**config.mk**
```make
export PLATFORM = sky130hd
export DESIGN_NAME = psdsqrt_seq_flat
export DESIGN_NICKNAME = d
export VERILOG_FILES = /design/src/rtl/psdsqrt_seq_if.sv /design/src/rtl/psdsqrt_seq.sv /design/src/flat_wrapper.sv
export SDC_FILE = /design/constraint.sdc
export NUM_CORES = 1
export LEC_CHECK = 0
export CORE_ASPECT_RATIO = 0.8
export CORE_MARGIN = 2
export CORE_UTILIZATION = 50
export DETAILED_ROUTE_END_ITERATION = 8
export PLACE_DENSITY = 0.7
export SYNTH_ARGS = -nofsm -noshare
export SYNTH_HDL_FRONTEND = slang
export SYNTH_SLANG_ARGS = --single-unit
```
**constraint.sdc**
```tcl
create_clock -name clock -period 3.9 [get_ports clock]
set_clock_uncertainty 0.2 [all_clocks]
set_input_delay 0.39 -clock clock [delete_from_list [all_inputs] [get_ports clock]]
set_output_delay 0.39 -clock clock [all_outputs]
set_load 0.01 [all_outputs]
```
**src/rtl/psdsqrt_seq_if.sv**
```systemverilog
// Radicand input stream and root output stream between psdsqrt_seq and its neighbours.
// slave is the sequencer's view, master is the upstream/downstream side.
interface psdsqrt_seq_if #(
    parameter int NBITSIN = 32
);
    logic                   in_valid;
    logic                   in_ready;
    logic [NBITSIN-1:0]     in_x;
    logic                   out_valid;
    logic                   out_ready;
    logic [NBITSIN/2-1:0]   out_sqrt;
    logic [NBITSIN-1:0]     out_x;
    logic                   out_err;

    modport master (
        output in_valid, in_x, out_ready,
        input  in_ready, out_valid, out_sqrt, out_x, out_err
    );

    modport slave (
        input  in_valid, in_x, out_ready,
        output in_ready, out_valid, out_sqrt, out_x, out_err
    );
endinterface

```
**src/rtl/psdsqrt_seq.sv**
```systemverilog
// Sequencer around the psdsqrt core: issues start/stop pulses, captures the root,
// checks it against integer-sqrt bounds and hands it downstream.
module psdsqrt_seq #(
    parameter int NBITSIN    = 32,
    parameter int STOP_DELAY = NBITSIN/2 + 1,
    parameter int CNTW       = 16
) (
    input  logic                  clock,
    input  logic                  reset,
    psdsqrt_seq_if.slave          bus,
    input  logic                  abort,
    output logic                  core_start,
    output logic                  core_stop,
    output logic [NBITSIN-1:0]    core_xin,
    input  logic [NBITSIN/2-1:0]  core_sqrt,
    output logic                  busy,
    output logic [CNTW-1:0]       done_count
);
    localparam int HW = NBITSIN/2;
    localparam int CW = $clog2(STOP_DELAY + 1);

    typedef enum logic [2:0] {
        S_IDLE, S_START, S_RUN, S_STOP, S_CAPTURE, S_OUT
    } state_e;

    state_e             state_q, state_d;
    logic [CW-1:0]      cnt_q, cnt_d;
    logic [NBITSIN-1:0] xreg_q, xreg_d;
    logic [NBITSIN-1:0] out_x_q, out_x_d;
    logic [HW-1:0]      out_sqrt_q, out_sqrt_d;
    logic               out_err_q, out_err_d;
    logic [CNTW-1:0]    done_q, done_d;

    // Bound check one bit wider than the radicand so (s+1)^2 = 2^NBITSIN still fits.
    logic [NBITSIN:0]   s_w, s1_w, sq_lo, sq_hi, x_w;
    logic               bound_ok;

    assign s_w      = {{(NBITSIN + 1 - HW){1'b0}}, core_sqrt};
    assign s1_w     = s_w + (NBITSIN + 1)'(1);
    assign sq_lo    = s_w * s_w;
    assign sq_hi    = s1_w * s1_w;
    assign x_w      = {1'b0, xreg_q};
    assign bound_ok = (sq_lo <= x_w) && (x_w < sq_hi);

    always_comb begin
        // NOTE: every next-state signal gets a default first so no path leaves one unassigned and infers a latch.
        state_d    = state_q;
        cnt_d      = cnt_q;
        xreg_d     = xreg_q;
        out_x_d    = out_x_q;
        out_sqrt_d = out_sqrt_q;
        out_err_d  = out_err_q;
        done_d     = done_q;
        unique case (state_q)
            S_IDLE: begin
                if (bus.in_valid) begin
                    xreg_d  = bus.in_x;
                    state_d = S_START;
                end
            end
            S_START: begin
                cnt_d   = CW'(STOP_DELAY - 1);
                state_d = abort ? S_IDLE : S_RUN;
            end
            S_RUN: begin
                cnt_d = cnt_q - CW'(1);
                if (abort)                 state_d = S_IDLE;
                else if (cnt_q == CW'(1))  state_d = S_STOP;
            end
            S_STOP: begin
                state_d = abort ? S_IDLE : S_CAPTURE;
            end
            S_CAPTURE: begin
                out_sqrt_d = core_sqrt;
                out_x_d    = xreg_q;
                out_err_d  = !bound_ok;
                state_d    = S_OUT;
            end
            S_OUT: begin
                if (bus.out_ready) begin
                    done_d  = done_q + CNTW'(1);
                    state_d = S_IDLE;
                end
            end
            default: state_d = S_IDLE;
        endcase
    end

    // NOTE: state registers use non-blocking assignments so every flop samples pre-edge values.
    always_ff @(posedge clock or negedge reset) begin
        if (!reset) begin
            state_q    <= S_IDLE;
            cnt_q      <= '0;
            xreg_q     <= '0;
            out_x_q    <= '0;
            out_sqrt_q <= '0;
            out_err_q  <= 1'b0;
            done_q     <= '0;
        end else begin
            state_q    <= state_d;
            cnt_q      <= cnt_d;
            xreg_q     <= xreg_d;
            out_x_q    <= out_x_d;
            out_sqrt_q <= out_sqrt_d;
            out_err_q  <= out_err_d;
            done_q     <= done_d;
        end
    end

    // Pulses and handshakes are pure state decodes, so reset clears them at once.
    assign core_start    = (state_q == S_START);
    assign core_stop     = (state_q == S_STOP);
    assign busy          = (state_q != S_IDLE);
    assign bus.in_ready  = (state_q == S_IDLE);
    assign bus.out_valid = (state_q == S_OUT);
    assign bus.out_sqrt  = out_sqrt_q;
    assign bus.out_x     = out_x_q;
    assign bus.out_err   = out_err_q;
    assign core_xin      = xreg_q;
    assign done_count    = done_q;
endmodule

```
**src/flat_wrapper.sv**
```systemverilog
// flat-port wrapper written by rule: the top's interface ports become plain ports
module psdsqrt_seq_flat 
#(
    parameter int NBITSIN    = 32,
    parameter int STOP_DELAY = NBITSIN/2 + 1,
    parameter int CNTW       = 16
)
  (clock, reset, abort, core_start, core_stop, core_xin, core_sqrt, busy, done_count, bus_in_valid, bus_in_x, bus_out_ready, bus_in_ready, bus_out_valid, bus_out_sqrt, bus_out_x, bus_out_err);
  psdsqrt_seq_if #(.NBITSIN(NBITSIN)) bus_i ();
  input  logic clock;
  input  logic reset;
  input  logic abort;
  output logic core_start;
  output logic core_stop;
  output logic [NBITSIN-1:0] core_xin;
  input  logic [NBITSIN/2-1:0] core_sqrt;
  output logic busy;
  output logic [CNTW-1:0] done_count;
  input wire logic [$bits(bus_i.in_valid)-1:0] bus_in_valid;
  input wire logic [$bits(bus_i.in_x)-1:0] bus_in_x;
  input wire logic [$bits(bus_i.out_ready)-1:0] bus_out_ready;
  output wire logic [$bits(bus_i.in_ready)-1:0] bus_in_ready;
  output wire logic [$bits(bus_i.out_valid)-1:0] bus_out_valid;
  output wire logic [$bits(bus_i.out_sqrt)-1:0] bus_out_sqrt;
  output wire logic [$bits(bus_i.out_x)-1:0] bus_out_x;
  output wire logic [$bits(bus_i.out_err)-1:0] bus_out_err;
  assign bus_i.in_valid = bus_in_valid;
  assign bus_i.in_x = bus_in_x;
  assign bus_i.out_ready = bus_out_ready;
  assign bus_in_ready = bus_i.in_ready;
  assign bus_out_valid = bus_i.out_valid;
  assign bus_out_sqrt = bus_i.out_sqrt;
  assign bus_out_x = bus_i.out_x;
  assign bus_out_err = bus_i.out_err;
  psdsqrt_seq #(.NBITSIN(NBITSIN), .STOP_DELAY(STOP_DELAY), .CNTW(CNTW)) u_core (.clock(clock), .reset(reset), .bus(bus_i), .abort(abort), .core_start(core_start), .core_stop(core_stop), .core_xin(core_xin), .core_sqrt(core_sqrt), .busy(busy), .done_count(done_count));
endmodule
```
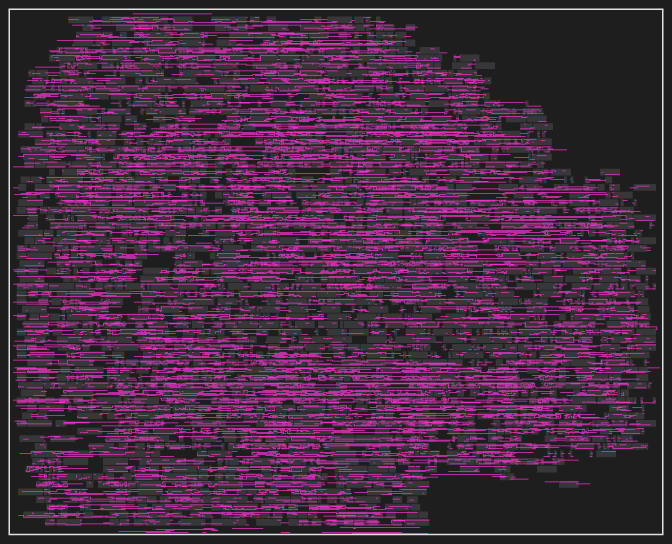
Figure 1: run 1, signal wires on met1.
The longest straight run is 53.8 um. 3347 nets have wire on it. The layer holds 44% of the routed length. The layer carries 27.5 mm of wire. The wires run mostly horizontal.

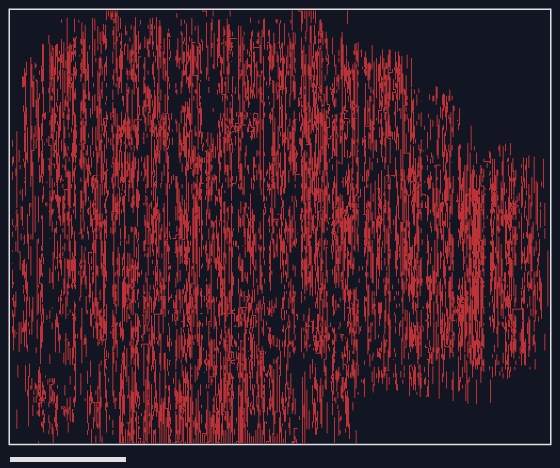
Figure 2: run 1, M2 wires.
The bar under the picture is 50 um long.
3089 nets have wire on it. The longest straight run is 61.5 um. The layer holds 46% of the routed length. The layer carries 28.8 mm of wire.
routed wire length: 62700 um
via count: 17617
global-route met2 utilization: 47.0%

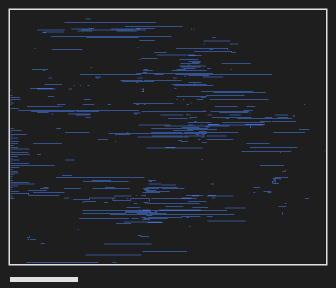
Figure 3: run 1, signal wires on met3.
The bar under the picture is 50 um long.
228 nets have wire on it. The longest straight run is 106 um. The layer holds 7.0% of the routed length.
met3 Resource Use GR: 4.82%

==> results_tabular.tex, run 1 <==
% Generated from flow reports
\begin{tabular}{lr}
\hline
Metric & Value \\
\hline
\multicolumn{2}{l}{\textbf{Floorplan}} \\
\quad Horizontal die dimension & 233 um \\
\quad Core Density at Floorplan & 50.3\% \\
\quad Die height & 187 um \\
\quad Core region area & 41700 um\^{}2 \\
\quad Area of the die & 43600 um\^{}2 \\
\quad Row count & 67 \\
\multicolumn{2}{l}{\textbf{Finish}} \\
\quad Logic share of the area & 60.7\% \\
\quad Seq Cell Count & 105 \\
\quad Non-clock buffer share & 18.0\% \\
\quad Non-Clock Inverter Count & 582 \\
\quad ANT cells & 0 \\
\quad Post-route standard cell area excluding fillers & 27300 um\^{}2 \\
\quad Fillcell total & 3332 \\
\quad Area growth from synthesis to final layout & 30.0\% \\
\quad Fraction of layout instances using a drive strength above 1 & 22.8\% \\
\quad Finished Layout Cells & 3393 \\
\quad Number of buffers outside the clock class in the layout & 596 \\
\quad Fraction of area in clock buffers and inverters & 1.07\% \\
\quad Top cells excl fill/tap & sky130\_fd\_sc\_hd\_\_inv\_1 (561), sky130\_fd\_sc\_hd\_\_buf\_4 (428), sky130\_fd\_sc\_hd\_\_fa\_1 (354) \\
\quad Register Area & 2630 um\^{}2 \\
\quad Most common cell after layout, fill and taps aside & sky130\_fd\_sc\_hd\_\_inv\_1 \\
\quad Post-layout net count & 3515 \\
\quad Final cell utilization of the core & 65.4\% \\
\quad Area-dominant cell class after layout & combinational gates \\
\multicolumn{2}{l}{\textbf{Setup path}} \\
\quad Length in cells of the worst reg-to-reg path & 9 \\
\quad Reg-to-Reg Start & u\_core.core\_xin[14]\$\_DFFE\_PN0P\_ \\
\quad Category of the critical setup timing path & input pin to register \\
\quad Slowest cell on the critical path & sky130\_fd\_sc\_hd\_\_fa\_1 \\
\quad End of the critical path & u\_core.bus.out\_err\$\_DFFE\_PN0P\_ \\
\quad Worst Setup End Kind & register \\
\quad Worst setup startpoint & core\_sqrt[2] \\
\quad Register-to-register setup slack & 1.01 ns \\
\quad Critical Path RT & 3.93 ns \\
\quad Critical Path Start Type & input pin \\
\quad Buffers and inverters on the worst path & 8 \\
\quad Endpoint of the most critical register-to-register path & u\_core.bus.out\_err\$\_DFFE\_PN0P\_ \\
\quad Top cell by count, worst path & sky130\_fd\_sc\_hd\_\_fa\_1 \\
\quad Stage delay of the slowest cell on the critical path & 0.55 ns \\
\quad Arrival time worst endpoint & 8.02 ns \\
\multicolumn{2}{l}{\textbf{Clock tree}} \\
\quad Clk latency late pin & 0.38 ns \\
\quad Level count of the clock H-tree & 3 \\
\quad Post-CTS resize count & 103 \\
\quad TritonCTS clock tree & yes \\
\quad Number of buffers inserted by hold repair at cts & 0 \\
\quad Number of CTS-inserted buffers & 9 \\
\quad Clock sink count & 105 \\
\multicolumn{2}{l}{\textbf{Global routing}} \\
\quad M1 GR Usage & 42.8\% \\
\quad Pin count of the biggest net entering global routing & 79 \\
\quad GRT busiest layer & met2 \\
\quad Number of global-route vias before repair & 19049 \\
\multicolumn{2}{l}{\textbf{Final timing}} \\
\quad Max-slew headroom at the worst pin & 28.0\% \\
\quad Fmax & 0.125 GHz \\
\quad Tcrit/Tclk final & 205\% \\
\quad Final worst slack & -4.10 ns \\
\quad Setup TNS & -4.10 ns \\
\quad Worst hold slack across all endpoints & -0.00123 ns \\
\quad Count of pins over their slew limit & 0 \\
\quad Unrepaired setup endpoints after global routing & true \\
\quad Final setup violation count & 1 \\
\quad Final hold viol count & 1 \\
\quad Transition time of the tightest slew-check pin & 1.08 ns \\
\multicolumn{2}{l}{\textbf{Hold path}} \\
\quad Worst min-delay path category & input pin to async pin \\
\multicolumn{2}{l}{\textbf{Run status}} \\
\quad Result of the run & finished with violations \\
\quad Failing checks & hold timing, setup timing \\
\multicolumn{2}{l}{\textbf{Job}} \\
\quad Stage-log warning count & 40 \\
\quad Max-cap violations & 0 \\
\multicolumn{2}{l}{\textbf{Detailed routing}} \\
\quad Top metal layer carrying routed signals & met4 \\
\quad Routed length on met1 & 27500 um \\
\quad Antenna Violating Nets Remaining & 0 \\
\quad Number of remaining DRC errors & 0 \\
\quad Vias/cell & 5.19 \\
\quad TritonRoute pass-1 iters & 5 \\
\quad First DRT Iteration DRCs & 1120 \\
\multicolumn{2}{l}{\textbf{Synth}} \\
\quad Portion of synthesized cell area occupied by the leading cell type & 34.3\% \\
\quad Biggest area consumer among synthesized cells & sky130\_fd\_sc\_hd\_\_fa\_1 \\
\quad Comb area leader & adder cells \\
\quad Post-synthesis async set-or-reset flop share & 100\% \\
\quad Share of cell area taken by muxes after synthesis & 2.79\% \\
\quad XORs/XNORs by Area & 4.26\% \\
\quad Warnings from Yosys & 0 \\
\quad Adder and majority cell fraction of the synthesized area & 50.2\% \\
\quad Synth unique cells & 64 \\
\quad Yosys reg bits & 105 \\
\quad Synthesized area divided by synthesized cell count & 9.22 um\^{}2 \\
\quad Cell area after synthesis & 21000 um\^{}2 \\
\quad Total cells reported by yosys after synthesis & 2274 \\
\multicolumn{2}{l}{\textbf{Placed design}} \\
\quad Post-Place Setup Slack & -5.16 ns \\
\quad HPWL Detailed & 53000 um \\
\quad Post-detailed-placement cell area & 26400 um\^{}2 \\
\quad \# port buffers & 154 \\
\hline
\end{tabular}
==> run 2: changes to the inputs <==
- REMOVE_ABC_BUFFERS: not set -> 1
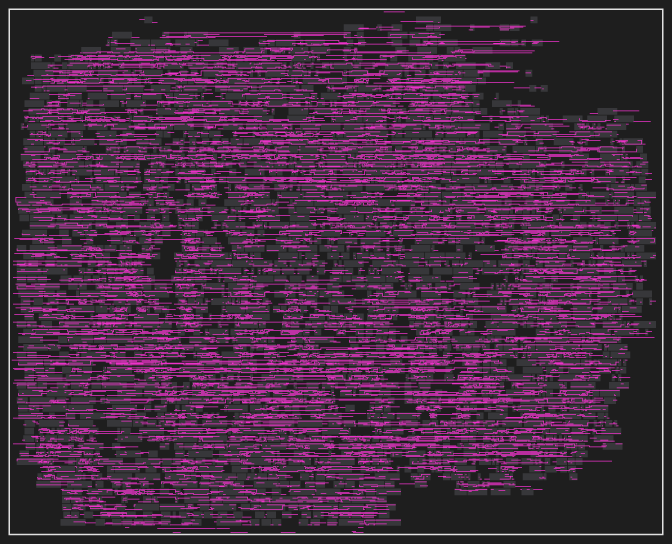
Figure 4: run 2, signal wires on met1.
The layer holds 42% of the routed length. The longest straight run is 86.5 um. The layer carries 26.4 mm of wire. 3345 nets have wire on it.
routed wire length: 62700 um
M1 GR Usage: 40.1%
via count: 17679

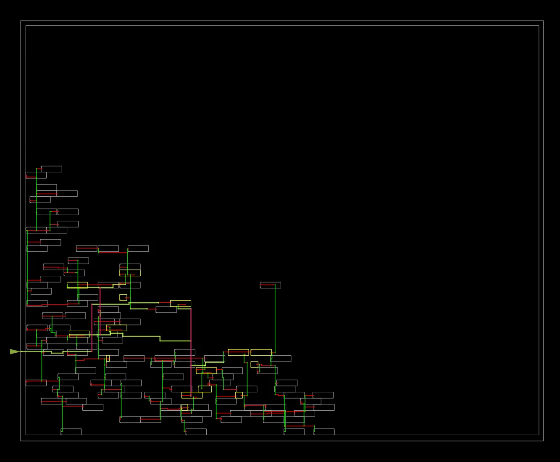
Figure 5: run 2, the clock network.
clock sink count: 105
Seq Cell Count: 105
clk latency late pin: 0.35 ns
number of CTS-inserted buffers: 9

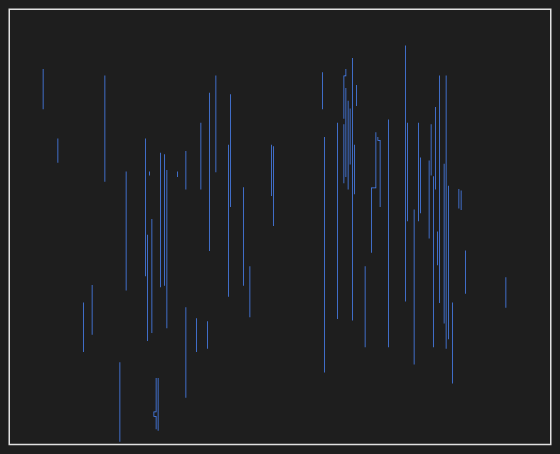
Figure 6: run 2, metal 4.
57 nets have wire on it. The longest straight run is 118 um. The wires run mostly vertical. The layer holds 4.2% of the routed length.

==> run 2 against run 1 <==
Sequential share of layout area decreased by 0.18 points. Routed wire length is essentially flat. Via count rose by 0.35%. First-iteration DRC count is 14% lower. Final cell count increased by 0.71%. The flow finishes with violations (setup timing). Critical path type unchanged.
==> results_tabular.tex, run 2 <==
% Generated from flow reports
\begin{tabular}{lr}
\hline
Metric & Value \\
\hline
\multicolumn{2}{l}{\textbf{Run status}} \\
\quad Result of the run & finished with violations (unchanged) \\
\quad Failing checks & setup timing (was hold timing, setup timing) \\
\multicolumn{2}{l}{\textbf{Finish}} \\
\quad Most common cell after layout, fill and taps aside & sky130\_fd\_sc\_hd\_\_inv\_1 (unchanged) \\
\quad Logic share of the area & 60.1\% (was 60.7\%) \\
\quad Fraction of area in clock buffers and inverters & 1.00\% (was 1.07\%) \\
\quad Area-dominant cell class after layout & combinational gates (unchanged) \\
\quad Non-Clock Inverter Count & 582 (unchanged) \\
\quad Fillcell total & 3242 (was 3332) \\
\quad Post-layout net count & 3540 (was 3515) \\
\quad Non-clock buffer share & 19.0\% (was 18.0\%) \\
\quad Register Area & 2630 um\^{}2 (unchanged) \\
\quad Top cells excl fill/tap & sky130\_fd\_sc\_hd\_\_inv\_1 (552), sky130\_fd\_sc\_hd\_\_buf\_4 (438), sky130\_fd\_sc\_hd\_\_fa\_1 (351) (was sky130\_fd\_sc\_hd\_\_inv\_1 (561), sky130\_fd\_sc\_hd\_\_buf\_4 (428), sky130\_fd\_sc\_hd\_\_fa\_1 (354)) \\
\quad Number of buffers outside the clock class in the layout & 621 (was 596) \\
\multicolumn{2}{l}{\textbf{Floorplan}} \\
\quad Core region area & 41700 um\^{}2 (unchanged) \\
\quad Horizontal die dimension & 233 um (unchanged) \\
\quad Area of the die & 43600 um\^{}2 (unchanged) \\
\quad Die height & 187 um (unchanged) \\
\multicolumn{2}{l}{\textbf{Final timing}} \\
\quad Count of pins over their slew limit & 0 (unchanged) \\
\quad Final hold viol count & 0 (was 1) \\
\quad Transition time of the tightest slew-check pin & 0.543 ns (was 1.08 ns) \\
\quad Final worst slack & -3.99 ns (was -4.10 ns) \\
\quad Unrepaired setup endpoints after global routing & true (unchanged) \\
\quad Tcrit/Tclk final & 202\% (was 205\%) \\
\quad Final setup violation count & 1 (unchanged) \\
\quad Fmax & 0.127 GHz (was 0.125 GHz) \\
\quad Max-slew headroom at the worst pin & 63.8\% (was 28.0\%) \\
\multicolumn{2}{l}{\textbf{Detailed routing}} \\
\quad Vias/cell & 5.17 (was 5.19) \\
\quad Top metal layer carrying routed signals & met5 (was met4) \\
\quad TritonRoute pass-1 iters & 7 (was 5) \\
\quad Number of remaining DRC errors & 0 (unchanged) \\
\quad First DRT Iteration DRCs & 963 (was 1120) \\
\multicolumn{2}{l}{\textbf{Setup path}} \\
\quad Reg-to-Reg Start & u\_core.core\_xin[18]\$\_DFFE\_PN0P\_ (was u\_core.core\_xin[14]\$\_DFFE\_PN0P\_) \\
\quad Buffers and inverters on the worst path & 8 (unchanged) \\
\quad Critical Path Start Type & input pin (unchanged) \\
\quad Endpoint of the most critical register-to-register path & u\_core.bus.out\_err\$\_DFFE\_PN0P\_ (unchanged) \\
\quad End of the critical path & u\_core.bus.out\_err\$\_DFFE\_PN0P\_ (unchanged) \\
\quad Length in cells of the worst reg-to-reg path & 10 (was 9) \\
\quad Arrival time worst endpoint & 7.90 ns (was 8.02 ns) \\
\quad Register-to-register setup slack & 1.05 ns (was 1.01 ns) \\
\quad Critical Path RT & 3.91 ns (was 3.93 ns) \\
\quad Category of the critical setup timing path & input pin to register (unchanged) \\
\multicolumn{2}{l}{\textbf{Synth}} \\
\quad Cell area after synthesis & 21000 um\^{}2 (unchanged) \\
\quad Synth unique cells & 64 (unchanged) \\
\quad XORs/XNORs by Area & 4.26\% (unchanged) \\
\quad Synthesized area divided by synthesized cell count & 9.22 um\^{}2 (unchanged) \\
\quad Total cells reported by yosys after synthesis & 2274 (unchanged) \\
\quad Post-synthesis async set-or-reset flop share & 100\% (unchanged) \\
\quad Comb area leader & adder cells (unchanged) \\
\quad Adder and majority cell fraction of the synthesized area & 50.2\% (unchanged) \\
\quad Yosys reg bits & 105 (unchanged) \\
\quad Warnings from Yosys & 0 (unchanged) \\
\quad Share of cell area taken by muxes after synthesis & 2.79\% (unchanged) \\
\multicolumn{2}{l}{\textbf{Global routing}} \\
\quad Pin count of the biggest net entering global routing & 44 (was 79) \\
\quad GRT busiest layer & met2 (unchanged) \\
\quad Number of global-route vias before repair & 19163 (was 19049) \\
\quad Global-route met2 utilization & 48.5\% (was 47.0\%) \\
\multicolumn{2}{l}{\textbf{Hold path}} \\
\quad Worst min-delay path category & register to register (was input pin to async pin) \\
\multicolumn{2}{l}{\textbf{Clock tree}} \\
\quad TritonCTS clock tree & yes (unchanged) \\
\quad Number of buffers inserted by hold repair at cts & 1 (was 0) \\
\quad Post-CTS resize count & 230 (was 103) \\
\quad Level count of the clock H-tree & 3 (unchanged) \\
\multicolumn{2}{l}{\textbf{Placed design}} \\
\quad \# port buffers & 154 (unchanged) \\
\quad Post-detailed-placement cell area & 26100 um\^{}2 (was 26400 um\^{}2) \\
\quad HPWL Detailed & 52100 um (was 53000 um) \\
\multicolumn{2}{l}{\textbf{Job}} \\
\quad Stage-log warning count & 38 (was 40) \\
\hline
\end{tabular}
